<file path="config.mk">
export PLATFORM = sky130hd
export DESIGN_NAME = irq_ctrl
export DESIGN_NICKNAME = d
export VERILOG_FILES = /design/src/rtl/irq_ctrl_pkg.sv /design/src/rtl/irq_prio_enc.sv /design/src/rtl/irq_ctrl.sv
export SDC_FILE = /design/constraint.sdc
export NUM_CORES = 1
export LEC_CHECK = 0
export CORE_MARGIN = 2
export CORE_UTILIZATION = 47
export CTS_BUF_LIST = sky130_fd_sc_hd__clkbuf_16
export CTS_CLUSTER_DIAMETER = 80
export DETAILED_ROUTE_END_ITERATION = 7
export PLACE_DENSITY = 0.88
export SLEW_MARGIN = 15
export SYNTH_ARGS = -nofsm -noshare
export SYNTH_HDL_FRONTEND = slang
export SYNTH_SLANG_ARGS = --single-unit
</file>
<file path="constraint.sdc">
create_clock -name I_clk -period 3.35 [get_ports I_clk]
set_input_delay 0.8375 -clock I_clk [delete_from_list [all_inputs] [get_ports I_clk]]
set_output_delay 0.8375 -clock I_clk [all_outputs]
set_load 0.1 [all_outputs]
</file>
<file path="src/rtl/irq_ctrl_pkg.sv">
// Shared types for the interrupt controller: handshake state encoding.
package irq_ctrl_pkg;

  typedef enum logic [1:0] {
    StIdle      = 2'd0,
    StRequest   = 2'd1,
    StDeliver   = 2'd2,
    StInService = 2'd3
  } irq_state_e;

endpackage

</file>
<file path="src/rtl/irq_prio_enc.sv">
// Fixed-priority encoder: lowest set bit of I_req wins.
module irq_prio_enc #(
  parameter int unsigned NUM_IRQ = 8
) (
  input  logic [NUM_IRQ-1:0]         I_req,
  output logic                       O_valid,
  output logic [$clog2(NUM_IRQ)-1:0] O_idx
);

  localparam int unsigned IdxW = $clog2(NUM_IRQ);

  always_comb begin
    O_valid = |I_req;
    O_idx   = '0;
    // Scan downwards so the lowest index is the last to assign.
    for (int i = NUM_IRQ - 1; i >= 0; i--) begin
      if (I_req[i]) begin
        O_idx = IdxW'(i);
      end
    end
  end

endmodule

</file>
<file path="src/rtl/irq_ctrl.sv">
// Interrupt controller: edge-latched, masked, fixed-priority delivery with ack/EOI handshake.
// Define IRQ_CTRL_LEVEL_EN to add LEVEL_MASK for level-sensitive channels.
module irq_ctrl
  import irq_ctrl_pkg::*;
#(
  parameter int unsigned NUM_IRQ     = 8,
  parameter int unsigned VEC_W       = 16,
  parameter int unsigned VECTOR_BASE = 0
`ifdef IRQ_CTRL_LEVEL_EN
  ,
  parameter logic [NUM_IRQ-1:0] LEVEL_MASK = '0
`endif
) (
  input  logic               I_clk,
  input  logic               I_reset_n,
  input  logic [NUM_IRQ-1:0] I_irq,
  input  logic               I_irq_ack,
  input  logic               I_eoi,
  input  logic               I_mask_we,
  input  logic [NUM_IRQ-1:0] I_mask_data,
  output logic               O_irq_active,
  output logic [VEC_W-1:0]   O_irq_number,
  output logic               O_irq_number_valid,
  output logic [NUM_IRQ-1:0] O_pending,
  output logic               O_in_service
);

  localparam int unsigned IdxW = $clog2(NUM_IRQ);

  irq_state_e         state_q, state_d;
  logic [NUM_IRQ-1:0] irq_prev_q;
  logic [NUM_IRQ-1:0] pending_q, pending_d;
  logic [NUM_IRQ-1:0] mask_q;
  logic [VEC_W-1:0]   num_q, num_d;

  logic [NUM_IRQ-1:0] eligible;
  logic [NUM_IRQ-1:0] rise;
  logic [NUM_IRQ-1:0] clr;
  logic               any_eligible;
  logic [IdxW-1:0]    win_idx;

  assign eligible = pending_q & mask_q;
  assign rise     = I_irq & ~irq_prev_q;

  irq_prio_enc #(
    .NUM_IRQ (NUM_IRQ)
  ) u_prio_enc (
    .I_req   (eligible),
    .O_valid (any_eligible),
    .O_idx   (win_idx)
  );

  always_comb begin
    state_d = state_q;
    num_d   = num_q;
    clr     = '0;
    case (state_q)
      StIdle: begin
        if (any_eligible) state_d = StRequest;
      end
      StRequest: begin
        if (I_irq_ack) begin
          state_d = StDeliver;
          if (any_eligible) begin
            num_d = VEC_W'(VECTOR_BASE) + VEC_W'(win_idx);
            clr   = NUM_IRQ'(1) << win_idx;
          end else begin
            // Eligibility vanished under the ack: hand out the spurious vector.
            num_d = VEC_W'(VECTOR_BASE + NUM_IRQ);
          end
        end else if (!any_eligible) begin
          state_d = StIdle;
        end
      end
      StDeliver: state_d = StInService;
      StInService: begin
        if (I_eoi) state_d = StIdle;
      end
      default: state_d = StIdle;
    endcase

    // Clear-by-ack beats a coincident new edge on the same channel.
    pending_d = (pending_q | rise) & ~clr;
`ifdef IRQ_CTRL_LEVEL_EN
    pending_d = (pending_d & ~LEVEL_MASK) | (I_irq & LEVEL_MASK);
`endif
  end

  always_ff @(posedge I_clk or negedge I_reset_n) begin
    if (!I_reset_n) begin
      state_q    <= StIdle;
      irq_prev_q <= '0;
      pending_q  <= '0;
      mask_q     <= '0;
      num_q      <= '0;
    end else begin
      state_q    <= state_d;
      irq_prev_q <= I_irq;
      pending_q  <= pending_d;
      num_q      <= num_d;
      if (I_mask_we) mask_q <= I_mask_data;
    end
  end

  assign O_irq_active       = (state_q == StRequest);
  assign O_irq_number_valid = (state_q == StDeliver);
  assign O_in_service       = (state_q == StInService);
  assign O_irq_number       = num_q;
  assign O_pending          = pending_q;

endmodule

</file>
Figure 1. Supply network.
Scale bar: 20 um. Pins as bars on the die edge. Tap cells in grey.
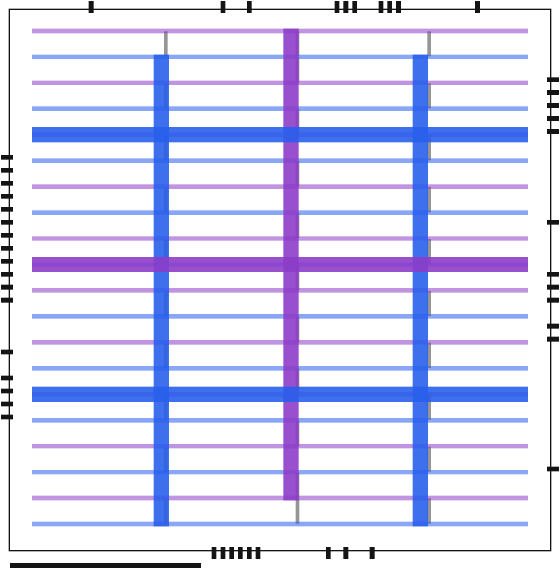
Key: purple = VDD; blue = VSS
3 straps on met4. The core has 19 rows. 3 straps on met5. 20 met1 rails follow the rows. 31 tap cells.

Figure 2. Cell classes on the final placement.
Scale bar: 20 um.
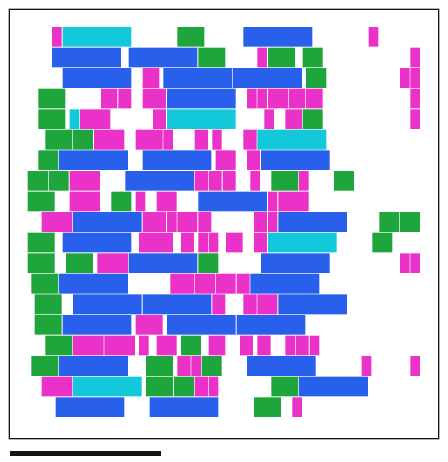
Key: cyan = clock drivers and dummy loads [cells 6]; blue = flops [cells 30]; green = other buffers and delay cells [cells 36]; magenta = combinational and other logic [cells 82]
final core occ: 64.4%
Site Rows: 19
Core Footprint: 2690 um2
Seq/total area: 43.4%

==> job_summary.md <==
## Implementation flow summary

| Metric | Value |
|---|---|
| Register-to-register setup slack | `1.66 ns` |
| Max-area cell share | `57.7%` |
| Yosys reg bits | `30` |
| Synthesis-to-finish area growth | `33.1%` |
| Setup bufs post-CTS | `0` |
| Synth top area cells | `dfrtp_1 58%, mux2_2 7.8%, buf_4 6.9%, a21oi_1 5.0%, nand2_1 3.5%` |
| Top cells by count | `30 x dfrtp_1, 13 x a21oi_1, 12 x buf_4, 12 x nand2_1, 9 x mux2_2` |
| Clk sinks | `30` |
| Top logic cell by instance count in the layout | `dfrtp_1` |
| Yosys warnings | `0` |
| EDFF count, synth | `0` |
| Critical Path Stages | `4` |
| Well Taps | `31` |
| Slew Limit Fails | `0` |
| Dpl hpwl | `2.09 mm` |
| DRC Markers | `0` |
| Worst Hold Class | `flip-flop to flip-flop` |
| Setup ws final | `1.14 ns` |
| Worst reg2reg path endpoint | `O_pending[7]` |
| Routed WL | `2.74 mm` |
| Worst-Skew Late Latency | `0.27 ns` |
| Logic area | `469 um2` |
| CTS tree | `built` |
| Period utilisation layout | `65.8%` |
| CP max-delay cell | `nor4_1` |
| Placed cell areas | `1600 um2` |
| All-Layer GR Usage | `20.4%` |
| CP Data Required Time | `3.48 ns` |
| Clock buffer count | `5` |
| Worst Hold End | `O_pending[1]` |
| Leakage | `0.782 nW` |
| Sequential area share after synthesis | `57.7%` |
| Worst-path clk slew | `0.05 ns` |
| CP Capture Point | `O_pending[7]` |
| Power, Total | `1.74 mW` |
| GPL Wtd Cong | `0.823` |
| PortBufs | `35` |
| Dpl cells | `179` |
| Io pins | `48` |
| Synthesis area per yosys | `1300 um2` |
| Distinct lib cells | `29` |
| Main flop type | `dfrtp_1` |
| Drt pass-1 iters | `6` |
| Signal inverters | `6` |
| FF-to-FF path depth | `3` |
| Largest net degree at the start of global routing | `31` |
| Avg Vias per Cell | `5.35` |
| Crit-path cells | `clkdlybuf4s50_1 -> nand3b_1 -> nor4_1 -> a21oi_1` |
| Adder share | `0%` |
| Xor and xnor area share after synthesis | `0%` |
| Crit. Startpoint | `I_irq_ack` |
| Total grt overflow | `0` |
| Diode count | `0` |
| Yosys aoi share | `16.2%` |
| Delay-heaviest family, CP | `simple AND/OR/NAND/NOR gates` |
| Post-Syn Instances | `115` |
| Crit path max fanout | `14` |
| Setup TNS | `0 ns` |
| Die height | `56.6 um` |
| Flop count | `30` |
| Status | `finished, final reports clean` |
| Routed Antenna Nets | `0` |
| Critical path's largest stage delay | `0.51 ns` |
| PD cells | `1000 nW/um2` |
| Clock-cell share | `7.45%` |
| Clock Path Buffers | `2` |
| Kind of start point of the critical path | `input pin` |
layer usage:
| layer | global-route usage, % | vias up | part of all wire [%] |
|---|---|---|---|
| li1 | - | 459 | - |
| met1 | 23.5 | 478 | 39 |
| met2 | 34.2 | 49 | 54 |
| met3 | 7.37 | 4 | 6.7 |
| met4 | 8.16 | 0 | 0.88 |
| met5 | 0 | - | 0 |
where the power goes:
part / switching [mW] / leakage, nW / internal, mW
clock: 0.135 / 0.0632 / 0.262
sequential: 0.0786 / 0.338 / 0.433
combinational: 0.645 / 0.380 / 0.184
total: 0.859 / 0.782 / 0.879
sequential cells by signal, indices dropped and copies added, names as in the netlist, named ones only:
signal / count
irq_prev_q: 8
O_irq_number: 4
O_pending: 8
mask_q: 8
state_q: 1
Power figures rest on the tool's default switching activity, not on a simulated workload.
